**src/rtl/cpu_controller_pkg.sv**
```systemverilog
// -----------------------------------------------------------------------------
// cpu_pkg: shared types and constants for the cpu_controller slice.
//   - instruction / register-number widths
//   - FSM state encoding
//   - opcode / op field values, vsel writeback codes, ALUop codes
//   - route_decode(): DECODE-state routing on {opcode, op}
// -----------------------------------------------------------------------------
package cpu_pkg;

  localparam int IW = 16;  // instruction width
  localparam int RW = 3;   // register-number width

  typedef enum logic [2:0] {
    S_WAIT   = 3'd0,
    S_DECODE = 3'd1,
    S_GET_A  = 3'd2,
    S_GET_B  = 3'd3,
    S_EXEC   = 3'd4,
    S_WR_REG = 3'd5,
    S_WR_IMM = 3'd6
  } state_e;

  // opcode field IR[15:13]
  localparam logic [2:0] OPC_MOV = 3'b110;
  localparam logic [2:0] OPC_ALU = 3'b101;

  // op field IR[12:11]
  localparam logic [1:0] OP_MOV_REG = 2'b00;
  localparam logic [1:0] OP_MOV_IMM = 2'b10;
  localparam logic [1:0] OP_ADD     = 2'b00;
  localparam logic [1:0] OP_CMP     = 2'b01;
  localparam logic [1:0] OP_AND     = 2'b10;
  localparam logic [1:0] OP_MVN     = 2'b11;

  // writeback source select
  localparam logic [1:0] VSEL_C     = 2'b00;
  localparam logic [1:0] VSEL_PC    = 2'b01;
  localparam logic [1:0] VSEL_IMM8  = 2'b10;
  localparam logic [1:0] VSEL_MDATA = 2'b11;

  // ALU operation
  localparam logic [1:0] ALU_ADD  = 2'b00;
  localparam logic [1:0] ALU_SUB  = 2'b01;
  localparam logic [1:0] ALU_AND  = 2'b10;
  localparam logic [1:0] ALU_NOTB = 2'b11;

  // Where DECODE goes next; S_WAIT means the encoding is unsupported.
  function automatic state_e route_decode(input logic [2:0] opc, input logic [1:0] op);
    state_e nxt;
    nxt = S_WAIT;
    if (opc == OPC_MOV && op == OP_MOV_IMM)      nxt = S_WR_IMM;
    else if (opc == OPC_MOV && op == OP_MOV_REG) nxt = S_GET_B;
    else if (opc == OPC_ALU && op == OP_MVN)     nxt = S_GET_B;
    else if (opc == OPC_ALU)                     nxt = S_GET_A;  // ADD, CMP, AND
    return nxt;
  endfunction

endpackage

```
**src/rtl/cpu_controller_if.sv**
```systemverilog
// -----------------------------------------------------------------------------
// cpu_ctrl_if: host handshake plus datapath control bundle of cpu_controller.
//   host -> ctrl : s (start), load (capture in into IR), in (instruction word)
//   ctrl -> host : w (waiting), bad_op (unsupported encoding pulse)
//   ctrl -> datapath : readnum, writenum, write, vsel, loada, loadb, asel,
//                      bsel, shift, ALUop, loadc, loads, sximm5, sximm8
// modport master = host/datapath side, modport slave = controller side.
// -----------------------------------------------------------------------------
interface cpu_ctrl_if;
  import cpu_pkg::*;

  logic          s;
  logic          load;
  logic [IW-1:0] in;
  logic          w;
  logic          bad_op;
  logic [RW-1:0] readnum;
  logic [RW-1:0] writenum;
  logic          write;
  logic [1:0]    vsel;
  logic          loada;
  logic          loadb;
  logic          asel;
  logic          bsel;
  logic [1:0]    shift;
  logic [1:0]    ALUop;
  logic          loadc;
  logic          loads;
  logic [IW-1:0] sximm5;
  logic [IW-1:0] sximm8;

  modport master (
    output s, load, in,
    input  w, bad_op, readnum, writenum, write, vsel, loada, loadb, asel,
           bsel, shift, ALUop, loadc, loads, sximm5, sximm8
  );

  modport slave (
    input  s, load, in,
    output w, bad_op, readnum, writenum, write, vsel, loada, loadb, asel,
           bsel, shift, ALUop, loadc, loads, sximm5, sximm8
  );
endinterface

```
**src/rtl/cpu_controller_instr_dec.sv**
```systemverilog
// -----------------------------------------------------------------------------
// instr_dec: purely combinational split of the instruction register.
//   ir_i      : instruction register contents
//   opcode_o  : IR[15:13]      op_o : IR[12:11]
//   rn_o      : IR[10:8]       rd_o : IR[7:5]      rm_o : IR[2:0]
//   sh_o      : IR[4:3]
//   sximm5_o  : IR[4:0] sign-extended      sximm8_o : IR[7:0] sign-extended
// -----------------------------------------------------------------------------
module instr_dec
  import cpu_pkg::*;
(
  input  logic [IW-1:0] ir_i,
  output logic [2:0]    opcode_o,
  output logic [1:0]    op_o,
  output logic [RW-1:0] rn_o,
  output logic [RW-1:0] rd_o,
  output logic [RW-1:0] rm_o,
  output logic [1:0]    sh_o,
  output logic [IW-1:0] sximm5_o,
  output logic [IW-1:0] sximm8_o
);
  assign opcode_o = ir_i[15:13];
  assign op_o     = ir_i[12:11];
  assign rn_o     = ir_i[10:8];
  assign rd_o     = ir_i[7:5];
  assign sh_o     = ir_i[4:3];
  assign rm_o     = ir_i[2:0];
  assign sximm5_o = {{(IW-5){ir_i[4]}}, ir_i[4:0]};
  assign sximm8_o = {{(IW-8){ir_i[7]}}, ir_i[7:0]};
endmodule

```
**src/rtl/cpu_controller.sv**
```systemverilog
// -----------------------------------------------------------------------------
// cpu_controller: instruction register plus Moore sequencing FSM for datapath.
//   clk     : rising-edge clock
//   reset_n : asynchronous active-low reset (state=WAIT, IR=0)
//   bus     : cpu_ctrl_if.slave -- s/load/in in; w, bad_op and all datapath
//             controls out. Every output is a function of state and IR only.
// -----------------------------------------------------------------------------
module cpu_controller
  import cpu_pkg::*;
(
  input  logic       clk,
  input  logic       reset_n,
  cpu_ctrl_if.slave  bus
);

  state_e        state_q, state_d;
  logic [IW-1:0] ir_q, ir_d;

  logic [2:0]    opcode;
  logic [1:0]    op;
  logic [RW-1:0] rn, rd, rm;
  logic [1:0]    sh;
  logic [IW-1:0] sximm5, sximm8;

  instr_dec u_dec (
    .ir_i     (ir_q),
    .opcode_o (opcode),
    .op_o     (op),
    .rn_o     (rn),
    .rd_o     (rd),
    .rm_o     (rm),
    .sh_o     (sh),
    .sximm5_o (sximm5),
    .sximm8_o (sximm8)
  );

  // Only accept a new word while idle so a running instruction keeps its IR.
  assign ir_d = (bus.load && state_q == S_WAIT) ? bus.in : ir_q;

  // State and IR register.
  // NOTE: sequential state uses non-blocking (<=) so every flop samples the
  // pre-edge values; blocking here would create order-dependent races.
  always_ff @(posedge clk or negedge reset_n) begin
    if (!reset_n) begin
      state_q <= S_WAIT;
      ir_q    <= '0;
    end else begin
      state_q <= state_d;
      ir_q    <= ir_d;
    end
  end

  // Next-state logic.
  // NOTE: the default assignment first keeps every path assigned, so no latch
  // is inferred for state_d.
  always_comb begin
    state_d = state_q;
    case (state_q)
      S_WAIT:   if (bus.s) state_d = S_DECODE;
      S_DECODE: state_d = route_decode(opcode, op);
      S_GET_A:  state_d = S_GET_B;
      S_GET_B:  state_d = S_EXEC;
      S_EXEC:   state_d = (opcode == OPC_ALU && op == OP_CMP) ? S_WAIT : S_WR_REG;
      S_WR_REG: state_d = S_WAIT;
      S_WR_IMM: state_d = S_WAIT;
      default:  state_d = S_WAIT;
    endcase
  end

  // Moore outputs.
  always_comb begin
    bus.w        = 1'b0;
    bus.bad_op   = 1'b0;
    bus.readnum  = '0;
    bus.writenum = '0;
    bus.write    = 1'b0;
    bus.vsel     = VSEL_C;
    bus.loada    = 1'b0;
    bus.loadb    = 1'b0;
    bus.asel     = 1'b0;
    bus.bsel     = 1'b0;
    bus.ALUop    = ALU_ADD;
    bus.loadc    = 1'b0;
    bus.loads    = 1'b0;
    case (state_q)
      S_WAIT:   bus.w = 1'b1;
      S_DECODE: bus.bad_op = (route_decode(opcode, op) == S_WAIT);
      S_GET_A: begin
        bus.readnum = rn;
        bus.loada   = 1'b1;
      end
      S_GET_B: begin
        bus.readnum = rm;
        bus.loadb   = 1'b1;
      end
      S_EXEC: begin
        // MOV-register passes B through as 0 + B; MVN ignores A anyway.
        bus.ALUop = (opcode == OPC_ALU) ? op : ALU_ADD;
        bus.asel  = (opcode == OPC_MOV) || (opcode == OPC_ALU && op == OP_MVN);
        bus.loadc = 1'b1;
        bus.loads = (opcode == OPC_ALU && op == OP_CMP);
      end
      S_WR_REG: begin
        bus.writenum = rd;
        bus.vsel     = VSEL_C;
        bus.write    = 1'b1;
      end
      S_WR_IMM: begin
        bus.writenum = rn;
        bus.vsel     = VSEL_IMM8;
        bus.write    = 1'b1;
      end
      default: bus.w = 1'b1;
    endcase
  end

  assign bus.shift  = sh;
  assign bus.sximm5 = sximm5;
  assign bus.sximm8 = sximm8;

endmodule

```
**src/flat_wrapper.sv**
```systemverilog
// flat-port wrapper written by rule: the top's interface ports become plain ports
module cpu_controller_flat import cpu_pkg::*;
  (clk, reset_n, bus_s, bus_load, bus_in, bus_w, bus_bad_op, bus_readnum, bus_writenum, bus_write, bus_vsel, bus_loada, bus_loadb, bus_asel, bus_bsel, bus_shift, bus_ALUop, bus_loadc, bus_loads, bus_sximm5, bus_sximm8);
  cpu_ctrl_if bus_i ();
  input  logic clk;
  input  logic reset_n;
  input wire logic [$bits(bus_i.s)-1:0] bus_s;
  input wire logic [$bits(bus_i.load)-1:0] bus_load;
  input wire logic [$bits(bus_i.in)-1:0] bus_in;
  output wire logic [$bits(bus_i.w)-1:0] bus_w;
  output wire logic [$bits(bus_i.bad_op)-1:0] bus_bad_op;
  output wire logic [$bits(bus_i.readnum)-1:0] bus_readnum;
  output wire logic [$bits(bus_i.writenum)-1:0] bus_writenum;
  output wire logic [$bits(bus_i.write)-1:0] bus_write;
  output wire logic [$bits(bus_i.vsel)-1:0] bus_vsel;
  output wire logic [$bits(bus_i.loada)-1:0] bus_loada;
  output wire logic [$bits(bus_i.loadb)-1:0] bus_loadb;
  output wire logic [$bits(bus_i.asel)-1:0] bus_asel;
  output wire logic [$bits(bus_i.bsel)-1:0] bus_bsel;
  output wire logic [$bits(bus_i.shift)-1:0] bus_shift;
  output wire logic [$bits(bus_i.ALUop)-1:0] bus_ALUop;
  output wire logic [$bits(bus_i.loadc)-1:0] bus_loadc;
  output wire logic [$bits(bus_i.loads)-1:0] bus_loads;
  output wire logic [$bits(bus_i.sximm5)-1:0] bus_sximm5;
  output wire logic [$bits(bus_i.sximm8)-1:0] bus_sximm8;
  assign bus_i.s = bus_s;
  assign bus_i.load = bus_load;
  assign bus_i.in = bus_in;
  assign bus_w = bus_i.w;
  assign bus_bad_op = bus_i.bad_op;
  assign bus_readnum = bus_i.readnum;
  assign bus_writenum = bus_i.writenum;
  assign bus_write = bus_i.write;
  assign bus_vsel = bus_i.vsel;
  assign bus_loada = bus_i.loada;
  assign bus_loadb = bus_i.loadb;
  assign bus_asel = bus_i.asel;
  assign bus_bsel = bus_i.bsel;
  assign bus_shift = bus_i.shift;
  assign bus_ALUop = bus_i.ALUop;
  assign bus_loadc = bus_i.loadc;
  assign bus_loads = bus_i.loads;
  assign bus_sximm5 = bus_i.sximm5;
  assign bus_sximm8 = bus_i.sximm8;
  cpu_controller u_core (.clk(clk), .reset_n(reset_n), .bus(bus_i));
endmodule
```
**config.mk**
```make
export PLATFORM = sky130hd
export DESIGN_NAME = cpu_controller_flat
export DESIGN_NICKNAME = d
export VERILOG_FILES = /design/src/rtl/cpu_controller_pkg.sv /design/src/rtl/cpu_controller_if.sv /design/src/rtl/cpu_controller_instr_dec.sv /design/src/rtl/cpu_controller.sv /design/src/flat_wrapper.sv
export SDC_FILE = /design/constraint.sdc
export NUM_CORES = 1
export LEC_CHECK = 0
export ABC_AREA = 1
export CAP_MARGIN = 20
export CELL_PAD_IN_SITES_DETAIL_PLACEMENT = 1
export CELL_PAD_IN_SITES_GLOBAL_PLACEMENT = 1
export CORE_MARGIN = 4
export CORE_UTILIZATION = 23
export DETAILED_ROUTE_END_ITERATION = 10
export PLACE_DENSITY = 0.76
export SLEW_MARGIN = 10
export SYNTH_ARGS = -nofsm -noshare
export SYNTH_HDL_FRONTEND = slang
export SYNTH_SLANG_ARGS = --single-unit
```
**constraint.sdc**
```tcl
create_clock -name clk -period 1.05 [get_ports clk]
set_input_delay 0.2625 -clock clk [delete_from_list [all_inputs] [get_ports clk]]
set_output_delay 0.2625 -clock clk [all_outputs]
set_load 0.02 [all_outputs]
```
==> flow_summary.html, run 1 <==
<h3>Flow metrics</h3>
<table>
<tr><th>Metric</th><th>Value</th></tr>
<tr><th colspan="2">Cells and area</th></tr>
<tr><td>Count of plain and timing-repair buffers</td><td>approximately 120</td></tr>
<tr><td>Non-clock buffering overhead in the final layout</td><td>0.469</td></tr>
<tr><td>Clock Buffer Count</td><td>3</td></tr>
<tr><td>Multi-input gate area in the final layout</td><td>between 600 and 700 µm²</td></tr>
<tr><td>Diode count</td><td>0</td></tr>
<tr><td>Dominant kind of cell</td><td>non-clock buffers</td></tr>
<tr><td>Clock buffer and inverter area fraction after layout</td><td>0.0181</td></tr>
<tr><td>Layout area overhead</td><td>100%</td></tr>
<tr><td>Most common cell after layout, fill and taps aside</td><td>buf_6</td></tr>
<tr><td>Inverter count of the layout excluding clock inverters</td><td>27</td></tr>
<tr><td>Multi-input gate share of total cell area</td><td>0.249</td></tr>
<tr><td>Num sequential</td><td>19</td></tr>
<tr><td>Highest-count cells in the layout ignoring fill and taps</td><td>buf_6 (56), buf_4 (34), inv_1 (19), clkdlybuf4s50_1 (19), dfrtp_1 (15)</td></tr>
<tr><th colspan="2">Setup path</th></tr>
<tr><td>Cell Chain, Critical Path</td><td>nand2_2, nor2_4, nand2_2, nor3_2, buf_4</td></tr>
<tr><td>Critical Path End Type</td><td>output port</td></tr>
<tr><td>Maximum fanout along the worst path</td><td>4</td></tr>
<tr><td>Master of the slowest instance on the critical path</td><td>dfrtp_1</td></tr>
<tr><td>Most prevalent standard cell on the critical path</td><td>nand2_2</td></tr>
<tr><td>Beginning of the worst register-to-register path</td><td>u_core.state_q[0]</td></tr>
<tr><td>Worst Setup Start Kind</td><td>flip-flop</td></tr>
<tr><td>R2R depth</td><td>9</td></tr>
<tr><td>WP data required</td><td>between 0.7 and 0.8 ns</td></tr>
<tr><td>Critical path class</td><td>reg -&gt; out</td></tr>
<tr><td>CP startpoint</td><td>u_core.ir_q[15]</td></tr>
<tr><th colspan="2">CTS</th></tr>
<tr><td>Root buffer selected by CTS</td><td>clkbuf_8</td></tr>
<tr><td>Clock transition time at the flip-flop clock pins of the worst setup and hold paths</td><td>0.07 ns</td></tr>
<tr><td>Clock net sink count</td><td>19</td></tr>
<tr><td>Count of instances resized after the clock tree is built</td><td>approximately 340</td></tr>
<tr><td>CTS tree</td><td>built</td></tr>
<tr><td>Clock buffer depth</td><td>2</td></tr>
<tr><td>Htree depth</td><td>1</td></tr>
<tr><td>Post-CTS Hold Buffers</td><td>0</td></tr>
<tr><th colspan="2">Synth</th></tr>
<tr><td>Synth Register Bits</td><td>19</td></tr>
<tr><td>Mean area per synthesized cell</td><td>between 7 and 8 µm²</td></tr>
<tr><td>Largest logic family</td><td>buffers and inverters</td></tr>
<tr><td>Mapped cell area</td><td>roughly 1300 µm²</td></tr>
<tr><td>Top cell area share</td><td>0.371</td></tr>
<tr><td>Dominant cells by area after synthesis</td><td>dfrtp_1 (37%), buf_4 (21%), nand2_1 (7.0%), inv_1 (6.7%), a21oi_1 (4.7%)</td></tr>
<tr><td>Cell type contributing the most total cell area after synthesis</td><td>dfrtp_1</td></tr>
<tr><td>Share of the yosys chip area belonging to registers</td><td>0.371</td></tr>
<tr><td>Adder and majority cell fraction of the synthesized area</td><td>0</td></tr>
<tr><td>Synth unique cells</td><td>21</td></tr>
<tr><td>Post-synthesis chip area from yosys</td><td>around 1300 µm²</td></tr>
<tr><td>Yosys simple share</td><td>0.188</td></tr>
<tr><td>Cell count in the Yosys report</td><td>between 150 and 200</td></tr>
<tr><td>Synthesized-area fraction occupied by xor and xnor cells</td><td>0</td></tr>
<tr><td>Gate count after technology mapping</td><td>about 170</td></tr>
<tr><td>Area fraction in compound gates</td><td>0.119</td></tr>
<tr><td>Yosys warning count</td><td>0</td></tr>
<tr><th colspan="2">Hold path</th></tr>
<tr><td>Type of the tightest min-delay check</td><td>in -&gt; async</td></tr>
<tr><th colspan="2">Run status</th></tr>
<tr><td>Violated checks</td><td>setup timing</td></tr>
<tr><td>Result of the run</td><td>finished, violations left</td></tr>
<tr><th colspan="2">Route</th></tr>
<tr><td>Iteration-0 DRC count of the detailed router</td><td>19</td></tr>
<tr><td>DR DRC count</td><td>0</td></tr>
<tr><td>Via count normalized by instance count</td><td>around 4</td></tr>
<tr><td>Number of nets still failing antenna checks after routing</td><td>0</td></tr>
<tr><th colspan="2">Place</th></tr>
<tr><td>PortBufs</td><td>70</td></tr>
<tr><td>Placed standard-cell area</td><td>about 2100 µm²</td></tr>
<tr><td>Final Wtd Congestion</td><td>between 0.7 and 0.8</td></tr>
<tr><td>Setup Slack @ Placement</td><td>-0.877 ns</td></tr>
<tr><th colspan="2">Die</th></tr>
<tr><td>Area of the die</td><td>between 6000 and 7000 µm²</td></tr>
<tr><td>Horizontal die size</td><td>slightly above 80 µm</td></tr>
<tr><td>Die height</td><td>82.6 µm</td></tr>
<tr><td>I/O pin total</td><td>between 70 and 80</td></tr>
<tr><th colspan="2">Flow run</th></tr>
<tr><td>Tool warning count</td><td>29</td></tr>
<tr><td>Max Cap Violations</td><td>0</td></tr>
<tr><th colspan="2">Timing</th></tr>
<tr><td>Number of hold violations in the final report</td><td>0</td></tr>
<tr><td>Post-route fraction of the period consumed by the critical path</td><td>1.53</td></tr>
<tr><td>Setup repair after global routing missed its margin</td><td>true</td></tr>
<tr><td>Final Slew Violations</td><td>0</td></tr>
<tr><td>Final tally of setup violations</td><td>68</td></tr>
<tr><td>Post-route worst setup slack</td><td>-0.560 ns</td></tr>
<tr><td>Final setup TNS</td><td>-20.99 ns</td></tr>
<tr><td>Largest clock skew in the final design</td><td>about 0.0064 ns</td></tr>
<tr><td>Maximum frequency from static timing analysis</td><td>a little over 0.6 GHz</td></tr>
<tr><th colspan="2">Power and ir drop</th></tr>
<tr><td>Final total power</td><td>approximately 7.6 mW</td></tr>
<tr><td>Pleak</td><td>1.22 nW</td></tr>
<tr><td>Max rail drop VDD</td><td>1.13 mV</td></tr>
<tr><th colspan="2">Global route</th></tr>
<tr><td>Wire length of the first global-routing pass</td><td>6.33 mm</td></tr>
<tr><td>Number of global-route vias before repair</td><td>~1.3k</td></tr>
<tr><td>Antenna violations before repair</td><td>0</td></tr>
<tr><td>Pin count of the biggest net entering global routing</td><td>20</td></tr>
<tr><td>GR Overflow Total</td><td>0</td></tr>
</table>
[run 1: synth_stat cells]
cell type	number
nand3_4	1
conb_1	1
inv_2	4
o22ai_1	3
nand2_4	1
nor4_2	1
and2_1	1
nor3_1	2
buf_6	2
inv_1	23
o21ai_1	8
buf_4	36
o21ai_0	5
nand3_1	5
buf_8	1
nand2_1	24
a21oi_1	12
nor2_4	1
nor2_1	15
dfrtp_1	19
a21oi_2	1
[run 1: worst paths after layout]
| kind | end | slack [ns] |
|---|---|---|
| min reg2reg | u_core.ir_q[8] | 0.56 |
| min | u_core.ir_q[6] | 0.35 |
| min in group clk | u_core.ir_q[4] | 0.54 |
| max reg2reg | u_core.ir_q[7] | -0.45 |
| max in group asynchronous | u_core.ir_q[4] | 0.55 |
| max | bus_loads | -0.56 |
[run 1: critical path, delay by kind of cell, from the launching register on]
| kind | cells | cell delay, ns |
|---|---|---|
| simple gates | 4 | 0.52 |
| flops | 1 | 0.41 |
| buf+inv | 1 | 0.16 |
[run 1: report_power, final]
| group | switching (mW) | internal (mW) |
|---|---|---|
| clock network | 0.242 | 0.263 |
| registers | 0.286 | 1.07 |
| logic | 2.78 | 2.94 |
[run 1: per-layer routing]
layer / wire (µm) / share of wire / vias up / GRT usage
met2: 2330 / 0.57 / 39 / 0.234
met1: 1510 / 0.37 / 595 / 0.138
met5: 0 / 0 / - / 0
li1: - / - / 638 / -
met4: 4 / 0.00097 / 0 / 0.00980
met3: 264 / 0.064 / 2 / 0.0282
[run 1: metrics by stage]
stage	cells	hold slack (ns)
floorplan	167	-0.0331
global placement	298	0.526
detailed placement	298	0.536
CTS	314	0.354
global route	318	0.358
finish	318	0.353
[run 1: flip-flops by register name, summed over array words and instances, names as in the netlist]
register and count:
u_core.ir_q 16, u_core.state_q 3
Figure 1. Metal layers overlaid (run 1).
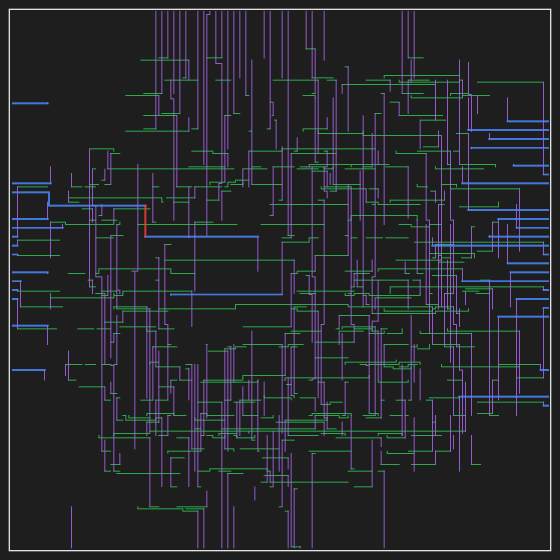
layer	color	wire length
metal 3	blue	265 µm
metal 1	green	1510 µm
metal 4	red	4.80 µm
metal 2	purple	2330 µm
total number of vias: 1274
average wire per standard cell: 12.9 µm
total global routing track utilization: 0.121

Figure 2. The metal 1 layer (run 1).
Supply wires on this layer in gray.
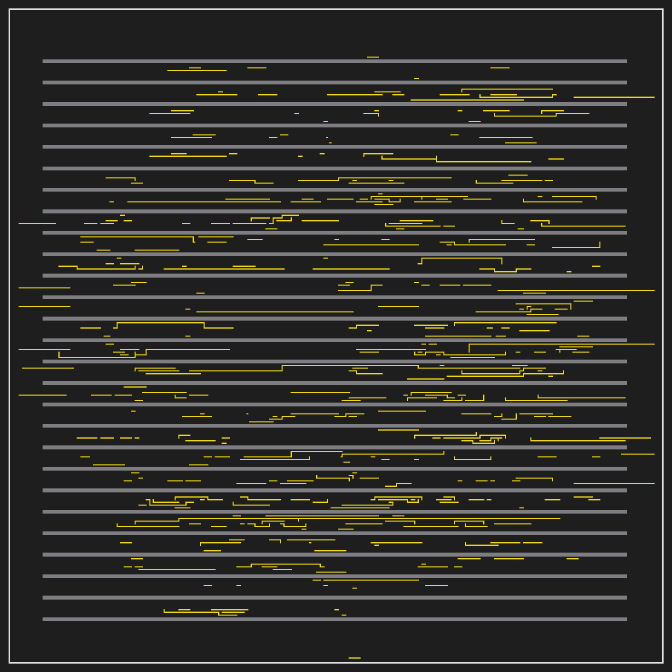
wire length on this layer	1510 µm
longest straight run	48.3 µm
nets with wire on the layer	223
share of all routed wire	37%
main direction	horizontal
wire length after detailed routing: 4.11 mm
met1 Use GR: 0.138

Figure 3. Placement view (run 1).
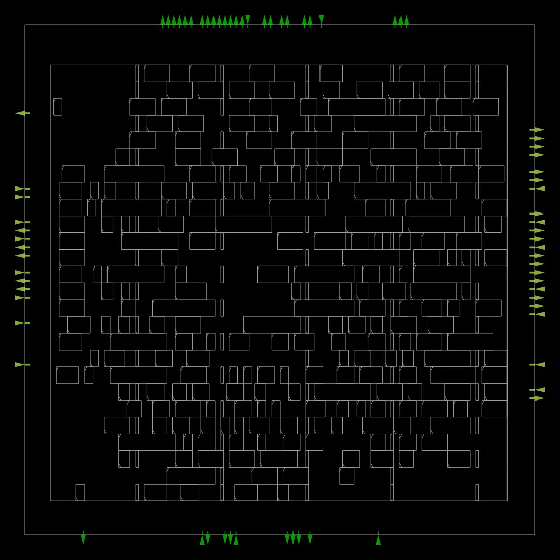
flip-flop and latch share of the layout cell area: 0.187
count of filler cells inserted in the layout: 588

Figure 4. Cell classes on the final placement (run 1).
Bar = 20 µm. Fill, decap, tap and diode cells in gray.
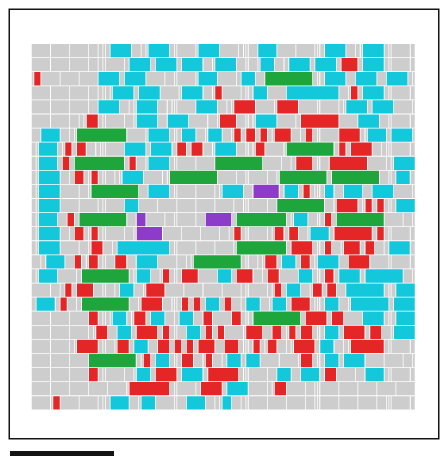
class	color	cells
clock drivers and dummy loads	purple	4
combinational and other logic	red	109
other buffers and delay cells	cyan	116
flops	green	19
final standard cell area without fillers: 2560 µm²
placement row count: 26
final design utilization: 0.489
placeable core region: 5240 µm²

==> run 1 -> run 2 <==
Settings changed: SETUP_SLACK_MARGIN set to 0.3.
Figure 5. Placement view (run 2).
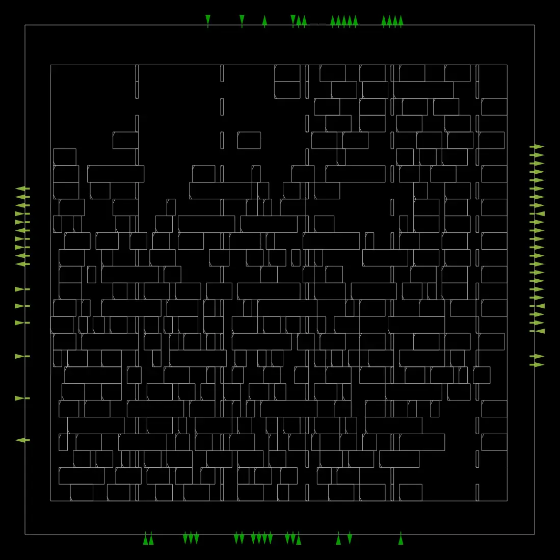
number of standard cells in the final layout excluding fillers: 323
num sequential: 19
tap cell count: 70
final design utilization: 0.511
flip-flop and latch share of the layout cell area: 0.180

==> run 2 against run 1 <==
Net effect:
- sequential cell count did not move
- the run still ends with setup timing left
- critical path depth is 1 higher
- final cell count is 1.6% higher
- sequential power is essentially flat
- fmax down 0.67%
- wire length rose by 9.8%
- design area increased by 4.3%
- combinational power increased by 7.5%
- global-route usage up 0.93 points
- count of clock-buffer cells in the layout grew 1
- critical endpoint is now bus_ALUop[1]
- clock skew is 0.0021 ns lower
- clock power grew 5.3%
==> flow_summary.html, run 2 <==
<h3>Flow metrics</h3>
<table>
<tr><th>Metric</th><th>Value</th></tr>
<tr><th colspan="2">Timing</th></tr>
<tr><td>Post-route worst setup slack</td><td>-0.571 ns</td></tr>
<tr><td>Post-route fraction of the period consumed by the critical path</td><td>1.54</td></tr>
<tr><td>WHS</td><td>around 0.35 ns</td></tr>
<tr><td>Final tally of setup violations</td><td>between 60 and 70</td></tr>
<tr><td>Setup repair after global routing missed its margin</td><td>true</td></tr>
<tr><td>Largest clock skew in the final design</td><td>around 0.0043 ns</td></tr>
<tr><th colspan="2">Run status</th></tr>
<tr><td>Violated checks</td><td>setup timing</td></tr>
<tr><td>Result of the run</td><td>finished, violations left</td></tr>
<tr><th colspan="2">Route</th></tr>
<tr><td>Total number of vias</td><td>around 1.3k</td></tr>
<tr><td>DR DRC count</td><td>0</td></tr>
<tr><td>Routed length on met2</td><td>around 2.6 mm</td></tr>
<tr><td>Number of nets still failing antenna checks after routing</td><td>0</td></tr>
<tr><td>Highest layer used for signal routing</td><td>met3</td></tr>
<tr><td>Wire length after detailed routing</td><td>between 4 and 5 mm</td></tr>
<tr><td>Via count normalized by instance count</td><td>approximately 4.2</td></tr>
<tr><td>Average wire per standard cell</td><td>between 10 and 15 µm</td></tr>
<tr><td>Iteration-0 DRC count of the detailed router</td><td>21</td></tr>
<tr><th colspan="2">Die</th></tr>
<tr><td>Area of the die</td><td>between 6000 and 7000 µm²</td></tr>
<tr><td>Die height</td><td>about 83 µm</td></tr>
<tr><td>I/O pin total</td><td>roughly 73</td></tr>
<tr><td>Horizontal die size</td><td>~83 µm</td></tr>
<tr><td>Placement row count</td><td>26</td></tr>
<tr><td>Placeable core region</td><td>about 5200 µm²</td></tr>
<tr><th colspan="2">Synth</th></tr>
<tr><td>Cell with the most instances after synthesis</td><td>buf_4</td></tr>
<tr><td>Gate count after technology mapping</td><td>around 170</td></tr>
<tr><td>Adder and majority cell fraction of the synthesized area</td><td>0</td></tr>
<tr><td>Async set-reset flop share out of synthesis</td><td>1.00</td></tr>
<tr><td>Top cell area share</td><td>0.371</td></tr>
<tr><td>Synth top cells by count</td><td>buf_4 (36), nand2_1 (24), inv_1 (23), dfrtp_1 (19), nor2_1 (15)</td></tr>
<tr><td>Share of the yosys chip area belonging to registers</td><td>0.371</td></tr>
<tr><td>Yosys warning count</td><td>0</td></tr>
<tr><td>Prevailing post-synth register cell</td><td>dfrtp_1</td></tr>
<tr><td>Synth Register Bits</td><td>19</td></tr>
<tr><td>Cell count in the Yosys report</td><td>166</td></tr>
<tr><td>Cell type contributing the most total cell area after synthesis</td><td>dfrtp_1</td></tr>
<tr><td>Post-synthesis chip area from yosys</td><td>between 1000 and 1500 µm²</td></tr>
<tr><td>Synth unique cells</td><td>21</td></tr>
<tr><td>Mean area per synthesized cell</td><td>approximately 7.7 µm²</td></tr>
<tr><td>Largest logic family</td><td>buffers and inverters</td></tr>
<tr><td>Number of enable-type register cells in the synthesized netlist</td><td>0</td></tr>
<tr><td>Yosys simple share</td><td>0.188</td></tr>
<tr><th colspan="2">Power and ir drop</th></tr>
<tr><td>Max rail drop VDD</td><td>1.28 mV</td></tr>
<tr><td>Pleak</td><td>around 1.3 nW</td></tr>
<tr><th colspan="2">Global route</th></tr>
<tr><td>Met1 Use GR</td><td>0.132</td></tr>
<tr><td>GR Overflow Total</td><td>0</td></tr>
<tr><td>Met3 global-route usage</td><td>0.0304</td></tr>
<tr><td>Layer carrying the most global-route usage</td><td>met2</td></tr>
<tr><td>Number of global-route vias before repair</td><td>roughly 1.5k</td></tr>
<tr><td>Total global routing track utilization</td><td>0.130</td></tr>
<tr><td>GRT met2 Usage</td><td>0.272</td></tr>
<tr><td>Wire length of the first global-routing pass</td><td>~6.8 mm</td></tr>
<tr><th colspan="2">CTS</th></tr>
<tr><td>Post-CTS Hold Buffers</td><td>0</td></tr>
<tr><td>CTS tree</td><td>built</td></tr>
<tr><td>Clock buffer depth</td><td>2</td></tr>
<tr><td>Root buffer selected by CTS</td><td>clkbuf_8</td></tr>
<tr><td>Clock net sink count</td><td>19</td></tr>
<tr><td>Clock transition time at the flip-flop clock pins of the worst setup and hold paths</td><td>around 0.070 ns</td></tr>
<tr><th colspan="2">Cells and area</th></tr>
<tr><td>Biggest regs</td><td>u_core.ir_q (16), u_core.state_q (3)</td></tr>
<tr><td>Flip-flop count of the largest register, all copies and words added</td><td>16</td></tr>
<tr><td>Highest-count cells in the layout ignoring fill and taps</td><td>buf_6 (64), buf_4 (32), inv_1 (19), clkdlybuf4s50_1 (19), dfrtp_1 (14)</td></tr>
<tr><td>Diode count</td><td>0</td></tr>
<tr><td>Final layout net count</td><td>between 200 and 300</td></tr>
<tr><td>Multi-input gate area in the final layout</td><td>698 µm²</td></tr>
<tr><td>Most common cell after layout, fill and taps aside</td><td>buf_6</td></tr>
<tr><td>Count of filler cells inserted in the layout</td><td>588</td></tr>
<tr><td>Layout area overhead</td><td>109%</td></tr>
<tr><td>Reg with most FFs</td><td>u_core.ir_q</td></tr>
<tr><th colspan="2">Setup path</th></tr>
<tr><td>Worst Setup Start Kind</td><td>flip-flop</td></tr>
<tr><td>Critical path class</td><td>reg -&gt; out</td></tr>
<tr><td>WP data required</td><td>0.79 ns</td></tr>
<tr><td>Maximum fanout along the worst path</td><td>6</td></tr>
<tr><th colspan="2">Flow run</th></tr>
<tr><td>Max Cap Violations</td><td>0</td></tr>
<tr><td>Tool warning count</td><td>29</td></tr>
<tr><th colspan="2">Place</th></tr>
<tr><td>Cell total after placement</td><td>around 290</td></tr>
<tr><td>PortBufs</td><td>about 70</td></tr>
<tr><td>Final Wtd Congestion</td><td>0.729</td></tr>
<tr><td>Setup Slack @ Placement</td><td>-0.783 ns</td></tr>
<tr><th colspan="2">Hold path</th></tr>
<tr><td>Type of the tightest min-delay check</td><td>in -&gt; async</td></tr>
</table>
-- run 2: cell counts after synthesis --
No cell type changed its count.
-- run 2: metrics by stage --
stage | instance area [µm²] | power, mW | utilization
floorplan | 1540 | 4.84 | -
global placement | 2110 | 5.65 | 0.403
detailed placement | 2110 | 5.77 | 0.403
CTS | 2520 | 7.60 | 0.480
global route | 2680 | 8.56 | 0.511
finish | 2680 | 8.05 | 0.511
-- run 2: layout make-up --
class                      instances  share of cell area
inverter                          27              0.0398
timing repair buffer             121               0.470
multi-input combinational         82               0.261
sequential                        19               0.180
tap                               70              0.0327
clock buffer                       4              0.0168
-- run 2: worst max-delay path: stages (launching register included) --
cell,delay [ns]
dfrtp_2,0.46
inv_2,0.09
nand2_4,0.06
nor2_4,0.11
inv_4,0.07
nor4_4,0.12
buf_4,0.18
-- run 2: final timing paths --
kind,depth (start not counted),to,slack [ns],from
setup / recovery,6,bus_ALUop[1],-0.57,u_core.state_q[1]
max in group asynchronous,2,u_core.state_q[1],0.55,reset_n
min in group clk,3,u_core.ir_q[2],0.54,bus_in[2]
hold reg to reg,2,u_core.ir_q[9],0.57,u_core.ir_q[9]
setup reg to reg,9,u_core.ir_q[8],-0.42,u_core.state_q[1]
hold / removal,2,u_core.ir_q[12],0.35,reset_n
-- run 2: power by group --
group	total [mW]	internal [mW]	switching, mW
registers	1.36	1.07	0.293
logic	6.15	3.17	2.98
clock network	0.532	0.270	0.262
-- run 2: what timing repair did --
| item | CTS | global route |
|---|---|---|
| endpoints found under the setup margin | 70 | 70 |
| pin swaps | 3 | 7 |
| gates cloned | 2 | 0 |
| resized | 348 | 33 |
| buffers inserted | 17 | 6 |
==> run 2 -> run 3 <==
Settings changed: CORE_UTILIZATION 23 to 24, CTS_BUF_LIST set to sky130_fd_sc_hd__clkbuf_4 sky130_fd_sc_hd__clkbuf_8, PLACE_DENSITY 0.76 to 0.79.
Figure 6. Placement view (run 3).
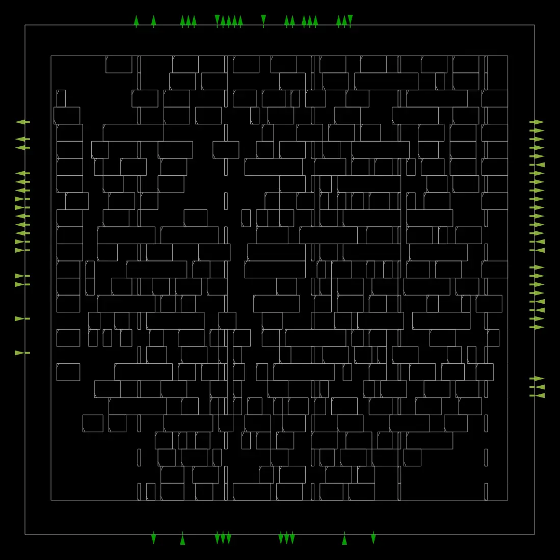
final design utilization: 0.528
count of filler cells inserted in the layout: 598
flip-flop and latch share of the layout cell area: 0.178
placeable core region: 5140 µm²

==> run 3 against run 2 <==
Net effect:
- via count down 0.75%
- global-route usage up 0.15 points
- the run still ends with setup timing left
- largest power group unchanged
- critical path depth down 1
- sequential cell count unchanged
- utilization up 1.7 points
- design area up 1.5%
- highest routed layer is now met4
- hold slack better by 0.011 ns
==> flow_summary.html, run 3 <==
<h3>Flow metrics</h3>
<table>
<tr><th>Metric</th><th>Value</th></tr>
<tr><th colspan="2">Synth</th></tr>
<tr><td>Cell count in the Yosys report</td><td>roughly 170</td></tr>
<tr><td>Post-synthesis chip area from yosys</td><td>1280 µm²</td></tr>
<tr><td>Number of enable-type register cells in the synthesized netlist</td><td>0</td></tr>
<tr><td>Async set-reset flop share out of synthesis</td><td>1.00</td></tr>
<tr><td>Gate count after technology mapping</td><td>between 150 and 200</td></tr>
<tr><td>Mapped cell area</td><td>approximately 1300 µm²</td></tr>
<tr><td>Cell with the most instances after synthesis</td><td>buf_4</td></tr>
<tr><td>Yosys warning count</td><td>0</td></tr>
<tr><th colspan="2">Global route</th></tr>
<tr><td>Antenna violations before repair</td><td>0</td></tr>
<tr><td>Number of global-route vias before repair</td><td>approximately 1.4k</td></tr>
<tr><td>Wire length of the first global-routing pass</td><td>about 6.7 mm</td></tr>
<tr><td>Total global routing track utilization</td><td>0.132</td></tr>
<tr><th colspan="2">Setup path</th></tr>
<tr><td>Critical R2R Capture</td><td>u_core.ir_q[11]</td></tr>
<tr><td>Most prevalent standard cell on the critical path</td><td>buf_6</td></tr>
<tr><td>R2R depth</td><td>9</td></tr>
<tr><td>Worst Path Buf+Inv</td><td>3</td></tr>
<tr><td>Cell Chain, Critical Path</td><td>inv_4, nand3_1, buf_6, o22ai_4, buf_6</td></tr>
<tr><td>Critical Path End Type</td><td>output port</td></tr>
<tr><td>WP data required</td><td>just under 0.8 ns</td></tr>
<tr><td>Beginning of the worst register-to-register path</td><td>u_core.state_q[0]</td></tr>
<tr><td>Worst Setup Start Kind</td><td>flip-flop</td></tr>
<tr><td>Category of cells accounting for the largest share of critical-path delay</td><td>flip-flops</td></tr>
<tr><td>Critical Path Max Stage Delay</td><td>between 0.4 and 0.5 ns</td></tr>
<tr><th colspan="2">Flow run</th></tr>
<tr><td>Max Cap Violations</td><td>0</td></tr>
<tr><th colspan="2">Route</th></tr>
<tr><td>Via count normalized by instance count</td><td>4.13</td></tr>
<tr><td>Number of nets still failing antenna checks after routing</td><td>0</td></tr>
<tr><td>Average wire per standard cell</td><td>around 13 µm</td></tr>
<tr><th colspan="2">Cells and area</th></tr>
<tr><td>Number of standard cells in the final layout excluding fillers</td><td>roughly 320</td></tr>
<tr><td>Final layout net count</td><td>~270</td></tr>
<tr><td>Most common cell after layout, fill and taps aside</td><td>buf_6</td></tr>
<tr><td>Multi-input gate area in the final layout</td><td>a little over 700 µm²</td></tr>
<tr><td>Layout area overhead</td><td>112%</td></tr>
<tr><td>Final standard cell area without fillers</td><td>roughly 2700 µm²</td></tr>
<tr><th colspan="2">Place</th></tr>
<tr><td>Final Wtd Congestion</td><td>between 0.7 and 0.8</td></tr>
<tr><td>Setup Slack @ Placement</td><td>-0.792 ns</td></tr>
<tr><td>Cell total after placement</td><td>296</td></tr>
<tr><td>Placed standard-cell area</td><td>between 2000 and 2500 µm²</td></tr>
<tr><th colspan="2">Power and ir drop</th></tr>
<tr><td>Final total power</td><td>around 8.1 mW</td></tr>
<tr><td>Max rail drop VDD</td><td>between 1 and 1.5 mV</td></tr>
<tr><th colspan="2">Timing</th></tr>
<tr><td>Post-route worst setup slack</td><td>-0.568 ns</td></tr>
<tr><td>Final setup TNS</td><td>-21.83 ns</td></tr>
<tr><td>Post-route fraction of the period consumed by the critical path</td><td>1.54</td></tr>
<tr><td>Final Slew Violations</td><td>0</td></tr>
<tr><td>Final tally of setup violations</td><td>68</td></tr>
<tr><td>Number of hold violations in the final report</td><td>0</td></tr>
<tr><td>Maximum frequency from static timing analysis</td><td>0.618 GHz</td></tr>
<tr><th colspan="2">CTS</th></tr>
<tr><td>Clock buffer depth</td><td>2</td></tr>
<tr><td>Post-CTS Hold Buffers</td><td>0</td></tr>
<tr><td>Clock net sink count</td><td>19</td></tr>
<tr><td>Htree depth</td><td>1</td></tr>
<tr><td>CTS tree</td><td>built</td></tr>
<tr><td>Root buffer selected by CTS</td><td>clkbuf_8</td></tr>
<tr><th colspan="2">Run status</th></tr>
<tr><td>Result of the run</td><td>finished, violations left</td></tr>
<tr><td>Violated checks</td><td>setup timing</td></tr>
<tr><th colspan="2">Die</th></tr>
<tr><td>Placement row count</td><td>26</td></tr>
<tr><td>Horizontal die size</td><td>81.1 µm</td></tr>
<tr><td>Die height</td><td>a little over 80 µm</td></tr>
<tr><td>Area of the die</td><td>6570 µm²</td></tr>
<tr><th colspan="2">Hold path</th></tr>
<tr><td>Type of the tightest min-delay check</td><td>in -&gt; async</td></tr>
</table>
run 3: per-layer routing:
| layer | track usage | routed length (µm) |
|---|---|---|
| met5 | 0 | 0 |
| met4 | 0.0203 | 23 |
| met3 | 0.0344 | 278 |
| met2 | 0.265 | 2450 |
| met1 | 0.136 | 1550 |
run 3: cell families after synthesis:
group,Yosys count,share of synthesized area
AND-OR/OR-AND,29,0.119
AND/OR/NAND/NOR,51,0.187
flip-flops,19,0.371
buffers and inverters,66,0.319
other,1,0.00293
run 3: cell type report:
class,count,share of cell area
Timing Repair Buffer,120,0.471
Clock buffer,4,0.0180
Tap cell,70,0.0323
Multi-Input combinational cell,82,0.261
Inverter,27,0.0401
Sequential cell,19,0.178
run 3: worst max path at each step:
stage,from,cells after the start,endpoint
6_report,u_core.state_q[0],5,bus_writenum[1]
2_1_floorplan,u_core.state_q[2],3,bus_readnum[0]
3_5_place_dp,u_core.ir_q[14],5,bus_bad_op
3_3_place_gp,u_core.ir_q[14],5,bus_bad_op
4_1_cts,u_core.state_q[0],5,bus_writenum[0]
5_1_grt,u_core.state_q[2],6,bus_readnum[2]
run 3: power by group:
group          switching, mW  internal (mW)  leakage (nW)
combinational           2.92           3.22          1.03
clock                  0.245          0.296        0.0262
sequential             0.326           1.08         0.218
total                   3.49           4.60          1.28
run 3: timing repair:
action | CTS | global route
pin swaps | 6 | 7
cloned | 2 | 1
gates resized | 343 | 45
buffers inserted | 14 | 5
setup endpoints to repair | 70 | 70
run 3: worst reg2reg max path, stage by stage, from the launching register on:
cell     delay [ns]
dfrtp_2        0.46
inv_4          0.09
nand2_4        0.06
buf_6          0.11
inv_4          0.05
buf_6          0.09
nand3_4        0.19
buf_12         0.23
nor2_4         0.08
a21oi_2        0.04
Power and IR drop assume default switching activity.
